### config.mk
export PLATFORM = sky130hd
export DESIGN_NAME = psum_line_accumulator_flat
export DESIGN_NICKNAME = d
export VERILOG_FILES = /design/src/rtl/psum_line_accumulator_if.sv /design/src/rtl/psum_line_accumulator.sv /design/src/flat_wrapper.sv
export SDC_FILE = /design/constraint.sdc
export NUM_CORES = 1
export LEC_CHECK = 0
export ABC_AREA = 0
export CORE_UTILIZATION = 55
export DETAILED_ROUTE_END_ITERATION = 8
export GPL_ROUTABILITY_DRIVEN = 0
export PLACE_DENSITY = 0.93
export SLEW_MARGIN = 10
export SYNTH_ARGS = -nofsm -noshare
export SYNTH_HDL_FRONTEND = slang
export SYNTH_SLANG_ARGS = --single-unit
### constraint.sdc
create_clock -name clk -period 7.3 [get_ports clk]
set_input_delay 1.095 -clock clk [delete_from_list [all_inputs] [get_ports clk]]
set_output_delay 1.095 -clock clk [all_outputs]
set_load 0.005 [all_outputs]
### src/rtl/psum_line_accumulator_if.sv
// Bundles the stream, FIFO and status signals of psum_line_accumulator.
//   slave  : accumulator side (takes start/num_passes/in_*/fifo_do, drives everything else)
//   master : environment side (stream source, line FIFO, output consumer)
// Signals:
//   start, num_passes        job control
//   in_valid, in_data, in_ready   partial-sum input stream
//   fifo_wren, fifo_di, fifo_rden, fifo_do, fifo_clr   BRAM line FIFO control/data
//   out_valid, out_data      completed sums
//   busy, done               job status
interface psum_line_accumulator_if #(
   parameter int unsigned IN_WIDTH   = 16,
   parameter int unsigned DATA_WIDTH = 25,
   parameter int unsigned PASS_W     = 8
);
   logic                  start;
   logic [PASS_W-1:0]     num_passes;
   logic                  in_valid;
   logic [IN_WIDTH-1:0]   in_data;
   logic                  in_ready;
   logic                  fifo_wren;
   logic [DATA_WIDTH-1:0] fifo_di;
   logic                  fifo_rden;
   logic [DATA_WIDTH-1:0] fifo_do;
   logic                  fifo_clr;
   logic                  out_valid;
   logic [DATA_WIDTH-1:0] out_data;
   logic                  busy;
   logic                  done;

   modport master (
      output start, num_passes, in_valid, in_data, fifo_do,
      input  in_ready, fifo_wren, fifo_di, fifo_rden, fifo_clr, out_valid, out_data, busy, done
   );

   modport slave (
      input  start, num_passes, in_valid, in_data, fifo_do,
      output in_ready, fifo_wren, fifo_di, fifo_rden, fifo_clr, out_valid, out_data, busy, done
   );
endinterface

### src/rtl/psum_line_accumulator.sv
// Multi-pass partial-sum accumulator in front of a BRAM line FIFO.
// Pass 0 stores the incoming line, middle passes read back, add and write back, and the
// last pass emits the completed sums. With a single pass the input goes straight out.
// Ports:
//   clk  clock
//   rst  synchronous, active-high reset
//   bus  psum_line_accumulator_if.slave (stream in, FIFO control/data, sums out, busy/done)
// Build option: define PSUM_SATURATE_EN to clamp sums on signed overflow; otherwise
// sums wrap in two's complement and no clamp logic exists.
module psum_line_accumulator #(
   parameter int unsigned IN_WIDTH   = 16,
   parameter int unsigned DATA_WIDTH = 25,
   parameter int unsigned DEPTH      = 717,
   parameter int unsigned PASS_W     = 8
) (
   input logic                    clk,
   input logic                    rst,
   psum_line_accumulator_if.slave bus
);

   localparam int unsigned       ELEM_W    = (DEPTH > 1) ? $clog2(DEPTH) : 1;
   localparam logic [ELEM_W-1:0] ELEM_LAST = ELEM_W'(DEPTH - 1);

   typedef enum logic [1:0] {StIdle, StAccum, StDrain} state_e;

   state_e                state_q, state_d;
   logic [PASS_W-1:0]     passes_q, passes_d;
   logic [PASS_W-1:0]     pass_q, pass_d;
   logic [ELEM_W-1:0]     elem_q, elem_d;
   logic                  done_q, done_d;

   logic                  accept, last_pass, read_pass;
   logic [DATA_WIDTH-1:0] x, addend, sum;

   // Stage 1: the cycle after acceptance, where fifo_do is valid.
   logic                  s1_valid_q, s1_rd_q, s1_wr_q;
   logic [DATA_WIDTH-1:0] s1_x_q;

   // Stage 2: registered output.
   logic                  out_valid_q;
   logic [DATA_WIDTH-1:0] out_data_q;

   assign x         = DATA_WIDTH'($signed(bus.in_data));
   assign accept    = (state_q == StAccum) && bus.in_valid;
   assign last_pass = (pass_q == passes_q - PASS_W'(1));
   // Pass 0 of a multi-pass job and single-pass jobs never touch the stored line.
   assign read_pass = (passes_q != PASS_W'(1)) && (pass_q != '0);

   assign bus.in_ready  = (state_q == StAccum);
   assign bus.fifo_rden = accept && read_pass;
   assign bus.fifo_clr  = !rst && (state_q == StIdle) && bus.start;
   assign bus.busy      = (state_q != StIdle);
   assign bus.done      = done_q;
   assign bus.out_valid = out_valid_q;
   assign bus.out_data  = out_data_q;
   assign bus.fifo_wren = s1_valid_q && s1_wr_q;
   assign bus.fifo_di   = bus.fifo_wren ? sum : '0;
   assign addend        = s1_rd_q ? bus.fifo_do : '0;

`ifdef PSUM_SATURATE_EN
   logic [DATA_WIDTH:0] sum_ext;

   always_comb begin
      sum_ext = {addend[DATA_WIDTH-1], addend} + {s1_x_q[DATA_WIDTH-1], s1_x_q};
      sum     = sum_ext[DATA_WIDTH-1:0];
      // Top two bits disagree only on overflow; the true sign picks the rail.
      if (sum_ext[DATA_WIDTH] != sum_ext[DATA_WIDTH-1]) begin
         sum = sum_ext[DATA_WIDTH] ? {1'b1, {(DATA_WIDTH-1){1'b0}}}
                                   : {1'b0, {(DATA_WIDTH-1){1'b1}}};
      end
   end
`else
   assign sum = addend + s1_x_q;
`endif

   always_comb begin
      state_d  = state_q;
      passes_d = passes_q;
      pass_d   = pass_q;
      elem_d   = elem_q;
      done_d   = 1'b0;
      unique case (state_q)
         StIdle: begin
            if (bus.start) begin
               passes_d = (bus.num_passes == '0) ? PASS_W'(1) : bus.num_passes;
               pass_d   = '0;
               elem_d   = '0;
               state_d  = StAccum;
            end
         end
         StAccum: begin
            if (accept) begin
               if (elem_q == ELEM_LAST) begin
                  elem_d = '0;
                  if (last_pass) begin
                     state_d = StDrain;
                  end else begin
                     pass_d = pass_q + PASS_W'(1);
                  end
               end else begin
                  elem_d = elem_q + ELEM_W'(1);
               end
            end
         end
         StDrain: begin
            // Last element sits in stage 1 on entry; once it has moved on, the
            // output register holds it and done follows one cycle later.
            if (!s1_valid_q) begin
               state_d = StIdle;
               done_d  = 1'b1;
            end
         end
         default: state_d = StIdle;
      endcase
   end

   always_ff @(posedge clk) begin
      if (rst) begin
         state_q     <= StIdle;
         passes_q    <= PASS_W'(1);
         pass_q      <= '0;
         elem_q      <= '0;
         done_q      <= 1'b0;
         s1_valid_q  <= 1'b0;
         s1_rd_q     <= 1'b0;
         s1_wr_q     <= 1'b0;
         s1_x_q      <= '0;
         out_valid_q <= 1'b0;
         out_data_q  <= '0;
      end else begin
         state_q     <= state_d;
         passes_q    <= passes_d;
         pass_q      <= pass_d;
         elem_q      <= elem_d;
         done_q      <= done_d;
         s1_valid_q  <= accept;
         s1_rd_q     <= read_pass;
         s1_wr_q     <= !last_pass;
         if (accept) begin
            s1_x_q <= x;
         end
         out_valid_q <= s1_valid_q && !s1_wr_q;
         if (s1_valid_q && !s1_wr_q) begin
            out_data_q <= sum;
         end
      end
   end

endmodule
### src/flat_wrapper.sv
// flat-port wrapper written by rule: the top's interface ports become plain ports
module psum_line_accumulator_flat 
#(
   parameter int unsigned IN_WIDTH   = 16,
   parameter int unsigned DATA_WIDTH = 25,
   parameter int unsigned DEPTH      = 717,
   parameter int unsigned PASS_W     = 8
)
  (clk, rst, bus_start, bus_num_passes, bus_in_valid, bus_in_data, bus_fifo_do, bus_in_ready, bus_fifo_wren, bus_fifo_di, bus_fifo_rden, bus_fifo_clr, bus_out_valid, bus_out_data, bus_busy, bus_done);
  psum_line_accumulator_if #(.IN_WIDTH(IN_WIDTH), .DATA_WIDTH(DATA_WIDTH), .PASS_W(PASS_W)) bus_i ();
  input logic clk;
  input logic rst;
  input wire logic [$bits(bus_i.start)-1:0] bus_start;
  input wire logic [$bits(bus_i.num_passes)-1:0] bus_num_passes;
  input wire logic [$bits(bus_i.in_valid)-1:0] bus_in_valid;
  input wire logic [$bits(bus_i.in_data)-1:0] bus_in_data;
  input wire logic [$bits(bus_i.fifo_do)-1:0] bus_fifo_do;
  output wire logic [$bits(bus_i.in_ready)-1:0] bus_in_ready;
  output wire logic [$bits(bus_i.fifo_wren)-1:0] bus_fifo_wren;
  output wire logic [$bits(bus_i.fifo_di)-1:0] bus_fifo_di;
  output wire logic [$bits(bus_i.fifo_rden)-1:0] bus_fifo_rden;
  output wire logic [$bits(bus_i.fifo_clr)-1:0] bus_fifo_clr;
  output wire logic [$bits(bus_i.out_valid)-1:0] bus_out_valid;
  output wire logic [$bits(bus_i.out_data)-1:0] bus_out_data;
  output wire logic [$bits(bus_i.busy)-1:0] bus_busy;
  output wire logic [$bits(bus_i.done)-1:0] bus_done;
  assign bus_i.start = bus_start;
  assign bus_i.num_passes = bus_num_passes;
  assign bus_i.in_valid = bus_in_valid;
  assign bus_i.in_data = bus_in_data;
  assign bus_i.fifo_do = bus_fifo_do;
  assign bus_in_ready = bus_i.in_ready;
  assign bus_fifo_wren = bus_i.fifo_wren;
  assign bus_fifo_di = bus_i.fifo_di;
  assign bus_fifo_rden = bus_i.fifo_rden;
  assign bus_fifo_clr = bus_i.fifo_clr;
  assign bus_out_valid = bus_i.out_valid;
  assign bus_out_data = bus_i.out_data;
  assign bus_busy = bus_i.busy;
  assign bus_done = bus_i.done;
  psum_line_accumulator #(.IN_WIDTH(IN_WIDTH), .DATA_WIDTH(DATA_WIDTH), .DEPTH(DEPTH), .PASS_W(PASS_W)) u_core (.clk(clk), .rst(rst), .bus(bus_i));
endmodule
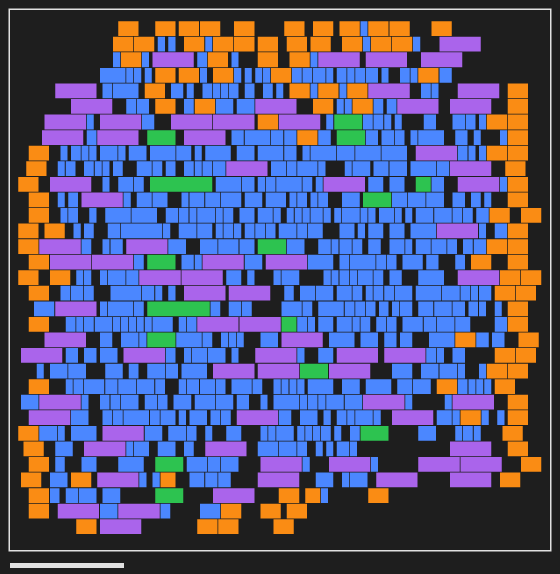
Run 1: placement by cell class
The bar under the picture is 20 µm long.
Key: flip-flops = purple [cells 74, share of their area 25%]; other buffers and delay cells = orange [cells 111, share of their area 19%]; clock drivers and dummy loads = green [cells 15, share of their area 3.8%]; all other logic = blue [cells 500, share of their area 52%]

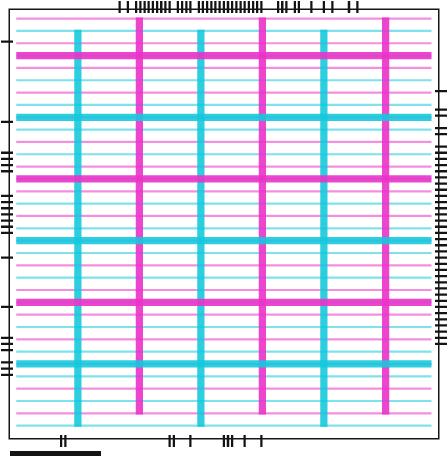
Run 1: floorplan with the power grid
The bar under the picture is 20 µm long. Pins as bars on the die edge.
Key: VDD = magenta; VSS = cyan
6 straps on met5. 110 signal pins sit on the boundary. 6 straps on met4. The core has 33 rows.
Die Wd: 94.4 µm
maximum vdd drop: 0.000102 V

==> results.py, run 1 <==
# Metrics from the implementation run
metrics = {
    "cells_and_area": {
        "final_cell_area_um2": 6030,
        "diodes": 0,
        "logic_area_um2": 3030,
        "fin_cells": 805,
        "area_delta_synth_final_pct": 28.5,
        "num-fill-cells": 608,
        "ff_latch_area_um2": 1480,
        "layout.nets": 780,
        "drive_gt1_share_pct": 4.00,
        "fin_util_pct": 73.4,
    },
    "clocking": {
        "cts_resized": 0,
        "cts_tree": "yes",
        "clk_pin_slew_ns": 0.07,
        "cts_root_buf": "clkbuf_8",
        "ctsHoldBuffers": 0,
        "cts_max_level": 3,
        "cts_buffer_depth": 2,
        "numCtsBuffers": 9,
        "postCtsSetupBuffers": 0,
        "clkLatencyLatePin_ns": 0.36,
        "cts.sinks": 74,
    },
    "sta": {
        "tns_ns": 0,
        "fin_skew_ns": 0.0130,
        "maxSlewHeadroom_pct": 23.5,
        "worst_slew_pin_slew_ns": 1.14,
        "hold_viol": 0,
        "setup_viol": 0,
        "fmax_ghz": 0.169,
        "fin_ws_ns": 1.37,
        "final_max_slew_viol_count": 0,
        "whs_ns": 0.462,
        "post-route-period-util_pct": 81.2,
        "period_minus_slack_ns": 5.93,
        "rsz0062_at_grt": "no",
    },
    "die": {
        "fp_util_pct": 57.1,
        "chipArea_um2": 8910,
        "rows": 33,
        "ios": 110,
        "core_area_um2": 8220,
    },
    "synthesis": {
        "netlist_area_um2": 4690,
        "yosys_area_um2": 4690,
        "synthTopCellsByCount": "76 x nor2_1, 75 x nand2_1, 74 x dfxtp_1",
        "synth.most_common_cell": "nor2_1",
        "syn_avg_cell_area_um2": 7.76,
        "top_cell_area_share_pct": 31.6,
        "largest_area_cell": "dfxtp_1",
        "async_flop_share_pct": 0,
        "syn_inst": 605,
        "ys_types": 61,
        "yosys_most_used_dff": "dfxtp_1",
        "ys_cells": 605,
        "ys_top_cells_by_area": "dfxtp_1 32%, ha_1 8.0%, a21oi_1 6.4%, nor2_1 6.1%, nand2_1 6.0%",
        "yosysWarnings": 0,
        "edf_count": 0,
        "ys_ff": 74,
        "ys_seq_share_pct": 31.6,
        "floorplan.nets": 689,
    },
    "setup_path": {
        "r2r_setup_slack_ns": 3.67,
        "timing.critical_path.max_delay_family": "AND-OR/OR-AND gates",
        "crit_chain": "clkdlybuf4s50_1, and2_1, ha_1, fa_1, a211oi_1, o21ai_0, a311oi_1, o21bai_1, a221oi_1, xnor2_1, nor2_1, clkdlybuf4s50_1",
        "crit_top_cell": "clkdlybuf4s50_1",
        "critPathLaunchType": "input pin",
        "max_stage_delay_ns": 0.56,
        "worstSetupPathType": "input pin to output port",
        "worst-path-max-fanout": 4,
        "worst-path-buf-inv": 2,
        "crit_arrival_ns": 4.83,
        "required_ns": 6.20,
        "critPathCaptureType": "output port",
        "slowest_stage": "a311oi_1",
    },
    "placed_design": {
        "place_hpwl_mm": 9.56,
        "placed_area_um2": 5800,
        "place_ws_ns": 1.54,
        "dp_cells": 790,
        "port_buffers": 109,
    },
    "power": {
        "combPwrFrac_pct": 20.3,
        "power_density_nw_per_um2": 168,
        "swShare_pct": 28.5,
        "internal-power_mw": 0.726,
        "pwr-share-seq_pct": 43.9,
        "p_leak_nw": 2.39,
        "power.switching_mw": 0.290,
        "finalPower_mw": 1.02,
    },
    "worst_hold_path": {
        "hold_path.class": "flop to flop",
    },
    "route": {
        "drt_iter0_drc": 254,
        "dr.pass1.iters": 5,
        "drt-total-wl_mm": 13.1,
        "vias": 4799,
        "wl_per_cell_um": 16.2,
        "ant_nets": 0,
        "drcViolationCount": 0,
        "viasPerCell": 5.96,
    },
    "global_route": {
        "grt_max_degree": 46,
        "grt_use_total_pct": 29.7,
        "antenna_found_initial": 0,
        "grt-ovfl-total": 0,
        "grt_pass1_vias": 4663,
        "grt_pass1_wl_mm": 20.9,
    },
    "run": {
        "cap_violations": 0,
        "warnings": 29,
    },
    "outcome": {
        "status": "complete, no violations",
    },
}
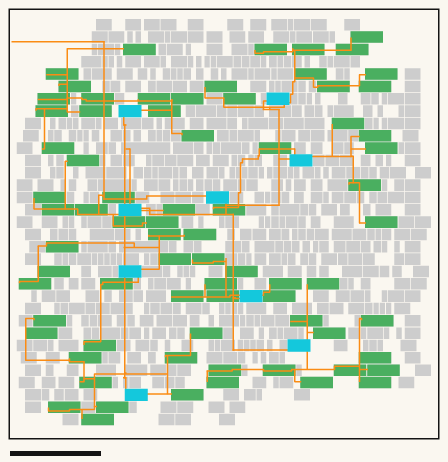
Run 1: clock distribution
The bar under the picture is 20 µm long.
Key: flip-flops = green [count 74]; cells driving clock nets = cyan [count 9]; clock wires = orange [length 926 µm]
Position of the flops: widely spread.
Clock power frac: 35.8%
power in the clock group: 0.364 mW

run 1: area by class of cell:
type	instances	share of cell area, %
Tap cell	105	2.18
Clock inverter	4	1.24
Timing Repair Buffer	111	18.3
Multi-Input combinational cell	486	50.3
Clock buffer	11	2.51
Sequential cell	74	24.6
Inverter	14	0.871
run 1: layer usage:
| layer | GRT usage (%) | share of wire [%] | wire [µm] |
|---|---|---|---|
| met1 | 34.9 | 42 | 5450 |
| met2 | 51.6 | 48 | 6300 |
| met3 | 4.43 | 6.9 | 903 |
| met4 | 16.7 | 3.3 | 433 |
| met5 | 0 | 0 | 0 |
run 1: power by group through the flow:
stage          sequential, mW  clock (mW)  combinational (mW)
3_5_place_dp            0.455           0               0.201
4_1_cts                 0.446       0.366               0.203
5_1_grt                 0.449       0.383               0.224
3_3_place_gp            0.453           0               0.193
6_report                0.446       0.364               0.206
2_1_floorplan           0.447           0               0.131
run 1: cell usage in the layout, fill, tap and decap left out, drive strengths merged, types with 7 or more instances in the layout:
| cell type | netlist | final |
|---|---|---|
| nand2 | 75 | 75 |
| a211oi | 9 | 9 |
| xnor2 | 20 | 20 |
| mux2i | 7 | 7 |
| nor3 | 8 | 8 |
| a21o | 13 | 13 |
| clkbuf | 27 | 11 |
| ha | 30 | 30 |
| inv | 14 | 14 |
| nor2 | 77 | 77 |
| o21ai | 30 | 30 |
| dfxtp | 74 | 74 |
| nand3 | 13 | 13 |
| nand4 | 7 | 7 |
| a21oi | 60 | 60 |
| and2 | 36 | 36 |
| xor2 | 22 | 22 |
| clkdlybuf4s50 | 0 | 109 |
run 1: kinds of logic (layout without fill, tap and decap cells):
kind of cell / Yosys count / after routing / share of synthesized area [%]
and+or+nand+nor: 250 / 250 / 25.7
xor gates and xnor gates: 42 / 42 / 7.84
AOI/OAI and AO/OA: 155 / 155 / 20.8
DFF: 74 / 74 / 31.6
muxes: 8 / 8 / 1.81
adders and majority gates: 31 / 31 / 8.42
buffers and inverters: 45 / 140 / 3.84
run 1: final timing paths:
kind	startpoint	end	cells past startpoint
max	bus_fifo_do[0]	bus_fifo_di[24]	12
min	u_core.bus.out_data[19]	u_core.bus.out_data[19]	2
max reg2reg	u_core.s1_rd_q	u_core.bus.out_data[24]	10
min reg2reg	u_core.bus.out_data[19]	u_core.bus.out_data[19]	2
run 1: tightest hold or removal path: stages, from the launching register on:
cell and delay [ns]:
dfxtp_1 0.33, nand2_1 0.04, o21ai_0 0.06
run 1: state kept, by name (all words and copies together) (netlist names):
signal,cells
u_core.s1_rd_q,1
u_core.bus.out_valid,1
u_core.pass_q,8
u_core.bus.done,1
u_core.s1_valid_q,1
u_core.s1_x_q,16
u_core.s1_wr_q,1
u_core.bus.out_data,25
u_core.passes_q,8
u_core.state_q,2
u_core.elem_q,10
==> run 2, diff against run 1 <==
--- a/config.mk
+++ b/config.mk
@@ -6,10 +6,10 @@
 export NUM_CORES = 1
 export LEC_CHECK = 0
 export ABC_AREA = 0
-export CORE_UTILIZATION = 55
+export CORE_UTILIZATION = 51
 export DETAILED_ROUTE_END_ITERATION = 8
 export GPL_ROUTABILITY_DRIVEN = 0
-export PLACE_DENSITY = 0.93
+export PLACE_DENSITY = 0.87
 export SLEW_MARGIN = 10
 export SYNTH_ARGS = -nofsm -noshare
 export SYNTH_HDL_FRONTEND = slang
==> constraint.sdc (replaced) <==
create_clock -name clk -period 5.9 [get_ports clk]
set_input_delay 0.885 -clock clk [delete_from_list [all_inputs] [get_ports clk]]
set_output_delay 0.885 -clock clk [all_outputs]
set_load 0.005 [all_outputs]
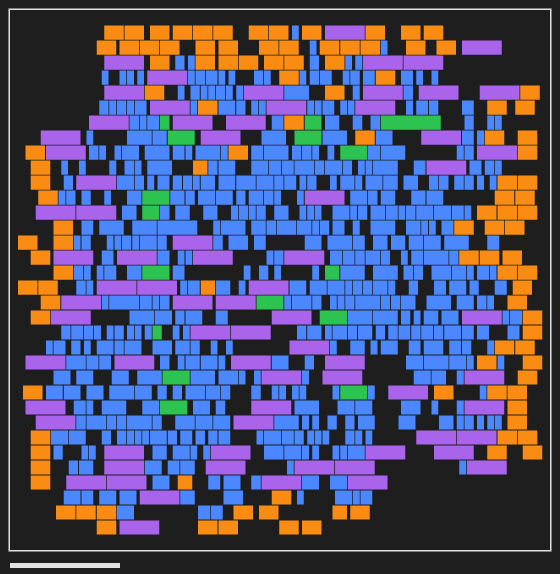
Run 2: placement by cell class
The bar under the picture is 20 µm long.
Core Region: 8810 µm²
Util after Layout: 68.4%
design area: 6020 µm²
Seq/total area: 24.6%

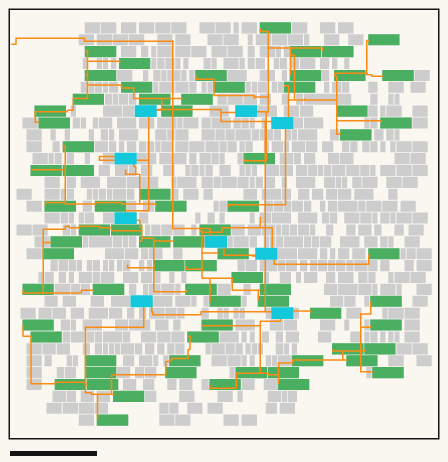
Run 2: clock distribution
The bar under the picture is 20 µm long.
Clock power frac: 34.0%
clk latency late pin: 0.36 ns
power in the clock group: 0.415 mW
clk_skew: 0.00987 ns

==> results.py, run 2 <==
# Metrics from the implementation run
metrics = {
    "placed_design": {
        "place_hpwl_mm": 9.63,
        "port_buffers": 109,
        "placed_area_um2": 5820,
    },
    "route": {
        "drt-total-wl_mm": 13.0,
        "ant_nets": 0,
        "wl_per_cell_um": 16.0,
        "dr.pass1.iters": 7,
        "drcViolationCount": 10,
    },
    "cells_and_area": {
        "fin_cells": 811,
        "largest_reg_flops": 25,
        "layout_top_cell": "clkdlybuf4s50_1",
        "area_delta_synth_final_pct": 28.4,
        "layout.nets": 782,
        "drive_gt1_share_pct": 4.27,
        "lay_top_cells": "109 x clkdlybuf4s50_1, 76 x nor2_1, 75 x nand2_1, 74 x dfxtp_1, 60 x a21oi_1",
        "diodes": 0,
    },
    "clocking": {
        "cts_resized": 0,
        "numCtsBuffers": 9,
        "cts_root_buf": "clkbuf_8",
        "cts_max_level": 3,
        "ctsHoldBuffers": 0,
        "clk_pin_slew_ns": 0.08,
        "postCtsSetupBuffers": 0,
        "cts.sinks": 74,
    },
    "outcome": {
        "violations": "design-rule violations",
        "status": "complete, but fails checks",
    },
    "sta": {
        "final_max_slew_viol_count": 0,
        "maxSlewHeadroom_pct": 45.3,
        "hold_viol": 0,
        "tns_ns": 0,
        "fmax_ghz": 0.186,
        "worst_slew_pin_slew_ns": 0.818,
    },
    "power": {
        "power_density_nw_per_um2": 203,
        "p_leak_nw": 2.40,
        "ir_drop_v": 0.000128,
    },
    "setup_path": {
        "slowest_stage": "clkdlybuf4s50_1",
        "critPathCaptureType": "output port",
        "worst-path-buf-inv": 2,
        "crit_top_cell": "clkdlybuf4s50_1",
        "rr_worst_depth": 10,
        "worst-path-max-fanout": 4,
        "critPathLaunchType": "input pin",
        "required_ns": 5.02,
        "worstSetupPathType": "input pin to output port",
        "crit_chain": "clkdlybuf4s50_1, and2_1, ha_1, fa_1, a211oi_1, o21ai_0, a311oi_1, o21bai_1, a221oi_1, xnor2_1, nor2_1, clkdlybuf4s50_1",
        "crit_arrival_ns": 4.50,
    },
    "synthesis": {
        "netlist_area_um2": 4690,
        "ys_cells": 605,
        "top_cell_area_share_pct": 31.6,
        "largest_area_cell": "dfxtp_1",
        "yosys_area_um2": 4690,
        "synthTopCellsByCount": "76 x nor2_1, 75 x nand2_1, 74 x dfxtp_1",
        "ys_top_cells_by_area": "dfxtp_1 32%, ha_1 8.0%, a21oi_1 6.4%, nor2_1 6.1%, nand2_1 6.0%",
        "ys_ff": 74,
        "async_flop_share_pct": 0,
        "syn_avg_cell_area_um2": 7.76,
        "synth.most_common_cell": "nor2_1",
    },
    "die": {
        "rows": 34,
        "die_w_um": 97.9,
        "fp_util_pct": 53.3,
        "chipArea_um2": 9590,
    },
    "run": {
        "warnings": 29,
        "cap_violations": 0,
    },
    "worst_hold_path": {
        "hold_depth": 2,
        "hold_path.class": "flop to flop",
    },
    "global_route": {
        "grt_pass1_wl_mm": 21.2,
        "antenna_found_initial": 0,
        "grt-ovfl-total": 0,
        "grt_max_degree": 46,
    },
}
-- run 2: netlist changes by cell type in the layout (fill, tap and decap cells not counted) --
cell        change
nand2b_1        +1
buf_4           +2
clkinv_4        +1
clkinvlp_4      -1
nand2b_2        -1
clkbuf_8        -1
bufinv_16       -1
inv_6           +1
clkinv_2        +2
-- run 2: path summary, 6_finish.rpt --
kind | startpoint | endpoint | slack (ns)
worst max-delay path | bus_fifo_do[0] | bus_fifo_di[24] | 0.51
worst min-delay path | u_core.bus.out_data[19] | u_core.bus.out_data[19] | 0.46
worst max register to register | u_core.s1_rd_q | u_core.bus.out_data[24] | 2.38
worst min register to register | u_core.bus.out_data[19] | u_core.bus.out_data[19] | 0.46
-- run 2: kinds of logic after synthesis --
logic type / synth area share (%)
muxes: 1.81
DFF: 31.6
buffers and inverters: 3.84
AOI/OAI and AO/OA: 20.8
adders and majority gates: 8.42
xor gates and xnor gates: 7.84
and+or+nand+nor: 25.7
-- run 2: worst min-delay path: cells and delay by family (launching register included) --
| family | cells | cell delay (ns) |
|---|---|---|
| AND-OR/OR-AND | 1 | 0.05 |
| flip-flops | 1 | 0.33 |
| AND/OR/NAND/NOR | 1 | 0.05 |
-- run 2: per-layer routing --
metal | track usage, % | vias up | share of wire (%)
met5 | 0 | - | 0
met2 | 46.1 | 186 | 48
li1 | - | 2297 | -
met4 | 11.8 | 0 | 2.5
met3 | 4.94 | 34 | 6.9
met1 | 33.6 | 2193 | 43
-- run 2: final cells by class --
| class | instances | area, µm² |
|---|---|---|
| Clock buffer | 10 | 138 |
| Clock inverter | 6 | 65.1 |
| Fill cell | 703 | 2780 |
| Inverter | 14 | 52.6 |
| Multi-Input combinational cell | 486 | 3030 |
| Sequential cell | 74 | 1480 |
| Tap cell | 108 | 135 |
| Timing Repair Buffer | 113 | 1120 |
-- run 2: stage by stage --
stage                     total power, mW  setup slack, ns  hold WS (ns)
after CTS                            1.22            0.499         0.463
after global routing                 1.27            0.268         0.484
after global placement              0.802            0.635         0.439
after floorplan                     0.715             1.85         0.441
final                                1.22            0.512         0.459
after detailed placement            0.815            0.509         0.443
-- run 2: power breakdown --
group | internal, mW | switching, mW | leakage (nW) | total (mW)
registers | 0.522 | 0.0299 | 0.600 | 0.552
logic | 0.118 | 0.138 | 1.69 | 0.256
clock network | 0.208 | 0.208 | 0.103 | 0.415
total | 0.848 | 0.376 | 2.40 | 1.22
No activity file was given, so power comes from the tool's default toggle rates.
